==> config.mk <==
export PLATFORM = sky130hd
export DESIGN_NAME = shared_adder_arbiter
export DESIGN_NICKNAME = d
export VERILOG_FILES = /design/src/rtl/shared_adder_arbiter.sv
export SDC_FILE = /design/constraint.sdc
export NUM_CORES = 1
export LEC_CHECK = 0
export CORE_AREA = 2 2 118 120
export CTS_CLUSTER_DIAMETER = 200
export CTS_CLUSTER_SIZE = 20
export DETAILED_ROUTE_END_ITERATION = 10
export DIE_AREA = 0 0 120 122
export PLACE_DENSITY = 0.83
export SYNTH_ARGS = -nofsm -noshare
export SYNTH_HDL_FRONTEND = slang
export SYNTH_SLANG_ARGS = --single-unit
==> constraint.sdc <==
create_clock -name clk -period 6.4 [get_ports clk]
set_clock_uncertainty 0.2 [all_clocks]
set_input_delay 0.64 -clock clk [delete_from_list [all_inputs] [get_ports clk]]
set_output_delay 0.64 -clock clk [all_outputs]
set_load 0.01 [all_outputs]
==> run_1/placement_by_type.png <==
Bar = 20 um.
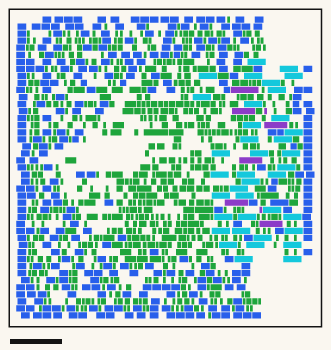
color	class	cells	share of their area
green	combinational and other logic	766	51%
cyan	flops	38	9.1%
blue	other buffers and delay cells	312	37%
purple	clock drivers and dummy loads	8	2.0%
Post-Route Utilization: 0.6326
sequential share of cell area: 0.08905
final design instance area without fill: 8543 um^2
Rows: 43
core area: 13500 um^2

==> run_1/congestion.png <==
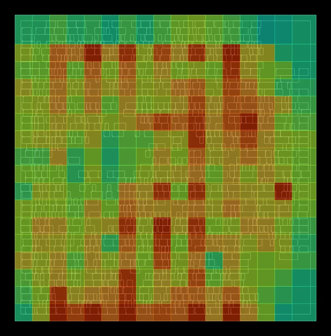
met2 usage: 0.4567
highest-utilization routing layer at the global route stage: met2

==> run_1/logic_types.png <==
Bar = 20 um.
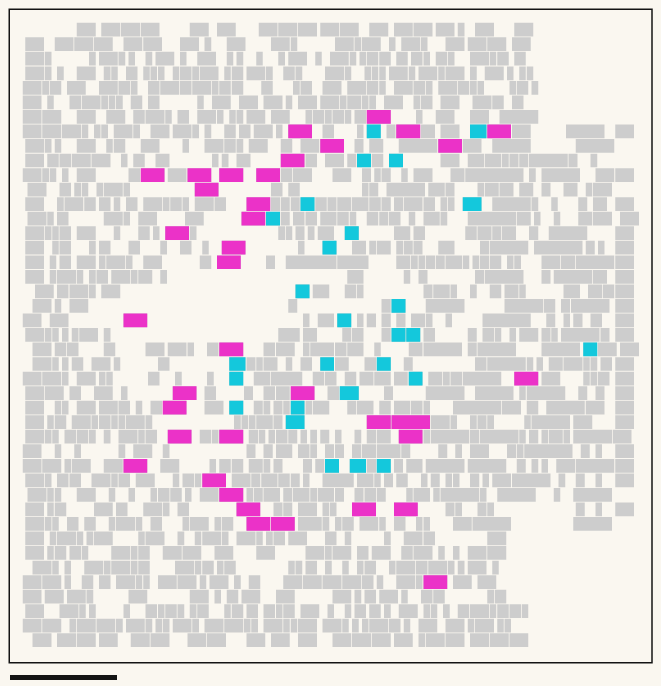
color	family	cells
magenta	adder and majority cells	37
cyan	AND-OR and OR-AND gates	27
Commonest Layout Cell: nand2_1
Final Non-Filler Cells: 1305

==> results.txt <==
Notes on the physical implementation.

- The run finished with clean final reports.
- The class of the tightest hold or removal check is reg2reg, for reference.
- The total overflow reported by the global router is 0, for reference.
- The number of antenna violations at the first check in global routing was 1.
- The post-CTS setup buffer count is 0, for reference.
- The required arrival time at the worst endpoint is approximately 6.4 ns, for reference.
- TritonCTS built the clock tree.
- The flop and latch count out of synthesis is 38, for reference.
- The path depth of the worst reg2reg path is 17, for reference.
- The cell area power density is 305.0 nW/um^2, for reference.
- The report lists the number of cells resized after CTS as 0.
- The Yosys chip area is 5283 um^2, for reference.
- The count of routing violations after the opening detailed-route iteration is approximately 560, for reference.
- Looking at the max-slew report, the worst-margin pin has a slew of ~0.87 ns.
- The flip-flop count of the largest register, all copies and words added is 32, for reference.
- The number of cells reported by Yosys stat comes to around 870.
- The die covers around 15000 um^2.
- The number of buffers and inverters on the critical path is 3, for reference.
- The most popular library cell in the synthesized design by count is nand2_1, for reference.
- The endpoint kind of the worst setup timing path is a flop, for reference.
- The first detailed-routing pass took 5 iterations.
- The horizontal die dimension reported for this design is about 120 um.
- The area growth from synthesis to layout is 61.72%, for reference.
- The script parses the final routing iteration and logs DRC violations as 0.
- The number of max-slew violations in the final report is 0, for reference.
- The part of the Yosys area used for sequential elements is 0.1440, for reference.
- The clock passes through at most 2 buffers.
- A synthesized cell averages ~6 um^2.
- Counting tap cells, the placed design contains a total of 1296 instances.
- The clock reaches the later pin of the worst-skew pair after between 0.2 and 0.3 ns.
- Entering global routing, the biggest net connects about 130 pins.
- Clock tree synthesis selected as its root buffer the cell clkbuf_16.
- Setup repair after global routing left no endpoint under its margin.
- The count of synthesis-stage warnings from yosys is 0, for reference.
- The arrival time of data at the worst endpoint is listed as around 4.9 ns.
- The register-to-register setup slack is approximately 1.9 ns, for reference.
- Of the total power, combinational logic draws 0.746.
- The leakage power of the design is 0.003654 uW, for reference.
- The switching part of the total power is 0.4619, for reference.
- The top cell type by total area after synthesis is nand2_1, for reference.
- The H-tree generated during clock tree synthesis spans 2 levels.
- The maximum fanout along the worst path is 89, for reference.
- The average via count per standard cell is around 5.4, for reference.
- The max-capacitance violation count is 0, for reference.
- The final HPWL from detailed placement is between 15000 and 20000 um, for reference.
- STA classifies the critical path startpoint as an input port.
- The CTS sink count is 38, for reference.
- RePlAce ended its routability-driven mode at a weighted congestion of slightly below 1.
- The total number of warnings across the stage logs is 31, for reference.
- The worst hold path was traced through 2 stages.
- Synthesis produced a netlist whose cell count is between 800 and 900.
- For this run, the top clock speed supported by timing is around 0.2 GHz.
- In this run the power spent charging and discharging nets is between 1000 and 1500 uW.
- In this run the critical path is formed by clkdlybuf4s50_1 > a21oi_1 > o21a_1 > o22ai_4 > inv_4 > buf_4 > nand2_1 > and3_1 > a31oi_1 > ha_1 > a21o_1 > a21o_1 > a21oi_1 > and3b_1 > a21o_1 > o21ai_1 > xnor2_1 > o21ai_0.
- The die extent in y is 122 um, for reference.
- The synthesized design contains 0 enable-type register cells.
- The top cell types in the final layout, fill and taps aside, are nand2_1 (318), clkdlybuf4s50_1 (302), and3_1 (70), a31oi_1 (68), a21oi_1 (57).
- The most frequently used flop master after synthesis is dfxtp_1, for reference.
- Across all hold checks on the routed design, the worst slack comes to approximately 0.25 ns.
- The longest incremental delay of any stage on the critical path is reported as about 0.62 ns.
- Detailed routing inserted a total of 7049 vias.
- The global-route usage over all layers is 0.2805, for reference.
- Headroom to the max-slew limit came out at 0.4226.
- The largest delay contributor family on the critical path is AND-OR/OR-AND gates, for reference.
- The peak supply drop is between 0.15 and 0.2 mV, for reference.
- In this run, distinct cell masters in the synthesized netlist total 60.
- The area fraction of the largest cell type after synthesis is 0.2260.
- The via count of the first global-routing pass is 6465, for reference.
- The overall routed net length is ~21000 um, for reference.
- The slowest library cell on the worst path is inv_4, for reference.
- For reference, the top cells by area after synthesis are nand2_1 (23%), dfxtp_1 (14%), ha_1 (8.5%).
- The final cycle utilization of the critical path is 0.7775, for reference.
- The initial core utilization is 0.3912, for reference.
- The instance area after placement is 8378 um^2, for reference.
- At the end of the flow, the number of nets in the layout was 1423.
- Counting instances in the post-synthesis netlist gives the leading cell types as nand2_1 (318), and3_1 (70), a31oi_1 (68).
- The routed length per placed instance is 16.46 um, for reference.
- The power report lists cell-internal power as 1402 uW.
- Per the synth stats, the proportion of register bits with asynchronous set or reset is 0.
- The clock transition at the registers of the reported paths is approximately 0.050 ns, for reference.
- The number of nets at floorplan is 1165, for reference.
- The power report attributes to the sequential group a share of 0.149.
- The total clock buffers created by CTS is 5, for reference.
- The kind of critical path is in2reg, for reference.
- The critical path crosses 18 cells after its start point.
- The number of hold buffers added after CTS was 0.
- The share of layout cells above drive strength 1 is 0.03381, for reference.
- Counting stages on the worst path, the most repeated cell is a21o_1.
- The last timing report of the flow puts the setup violation total at 0.
- The setup total negative slack is 0 ns, for reference.
- The share of total power dissipated in the clock network is 0.106.
- The I/O pin count is ~300, for reference.
- The first global-routing pass estimated 33290 um of wire.
- The smallest clock period supported by the final layout is computed as roughly 5.0 ns.
- The final hold violation count is 0, for reference.
- The tally of nets with antenna violations remaining after routing is 0, for reference.
- The number of port buffers is around 300, for reference.
- The mapped netlist covers roughly 5300 um^2.
[run 1: cell families after synthesis]
| group | count (synthesis) | synth area share |
|---|---|---|
| muxes | 3 | 0.005685 |
| xor gates and xnor gates | 18 | 0.02984 |
| buffers and inverters | 74 | 0.05921 |
| and+or+nand+nor | 490 | 0.4185 |
| AOI/OAI and AO/OA | 205 | 0.2537 |
| DFF | 38 | 0.1440 |
| adders and majority gates | 37 | 0.08906 |
[run 1: through the flow]
step	util	worst slack (ns)	total power, uW
6_report	0.6326	1.424	2606
5_1_grt	0.6326	1.095	2814
4_1_cts	0.6324	1.443	2587
3_5_place_dp	0.6204	1.169	2300
3_3_place_gp	0.6204	1.235	2284
2_1_floorplan	-	2.353	1622
[run 1: per-layer routing]
| metal | vias to the layer above | share of wire | track usage |
|---|---|---|---|
| li1 | 3530 | - | - |
| met1 | 3183 | 0.45 | 0.3891 |
| met2 | 314 | 0.46 | 0.4567 |
| met3 | 22 | 0.078 | 0.04448 |
| met4 | 0 | 0.017 | 0.06397 |
| met5 | - | 0 | 0 |
[run 1: power groups by stage]
stage	Clock (uW)	Sequential, uW	Combinational (uW)
2_1_floorplan	0	428	1190
3_3_place_gp	0	389	1900
3_5_place_dp	0	392	1910
4_1_cts	278	388	1920
5_1_grt	288	400	2130
6_report	276	387	1940
[run 1: cell type report]
| type | instances | area [um^2] |
|---|---|---|
| Fill cell | 1254 | 4961 |
| Timing Repair Buffer | 312 | 3110 |
| Tap cell | 180 | 225.2 |
| Sequential cell | 38 | 760.7 |
| Antenna cell | 1 | 2.502 |
| Clock buffer | 7 | 132.6 |
| Inverter | 13 | 51.30 |
| Multi-Input combinational cell | 753 | 4230 |
| Clock inverter | 1 | 30.03 |
Power figures rest on the tool's default switching activity, not on a simulated workload.
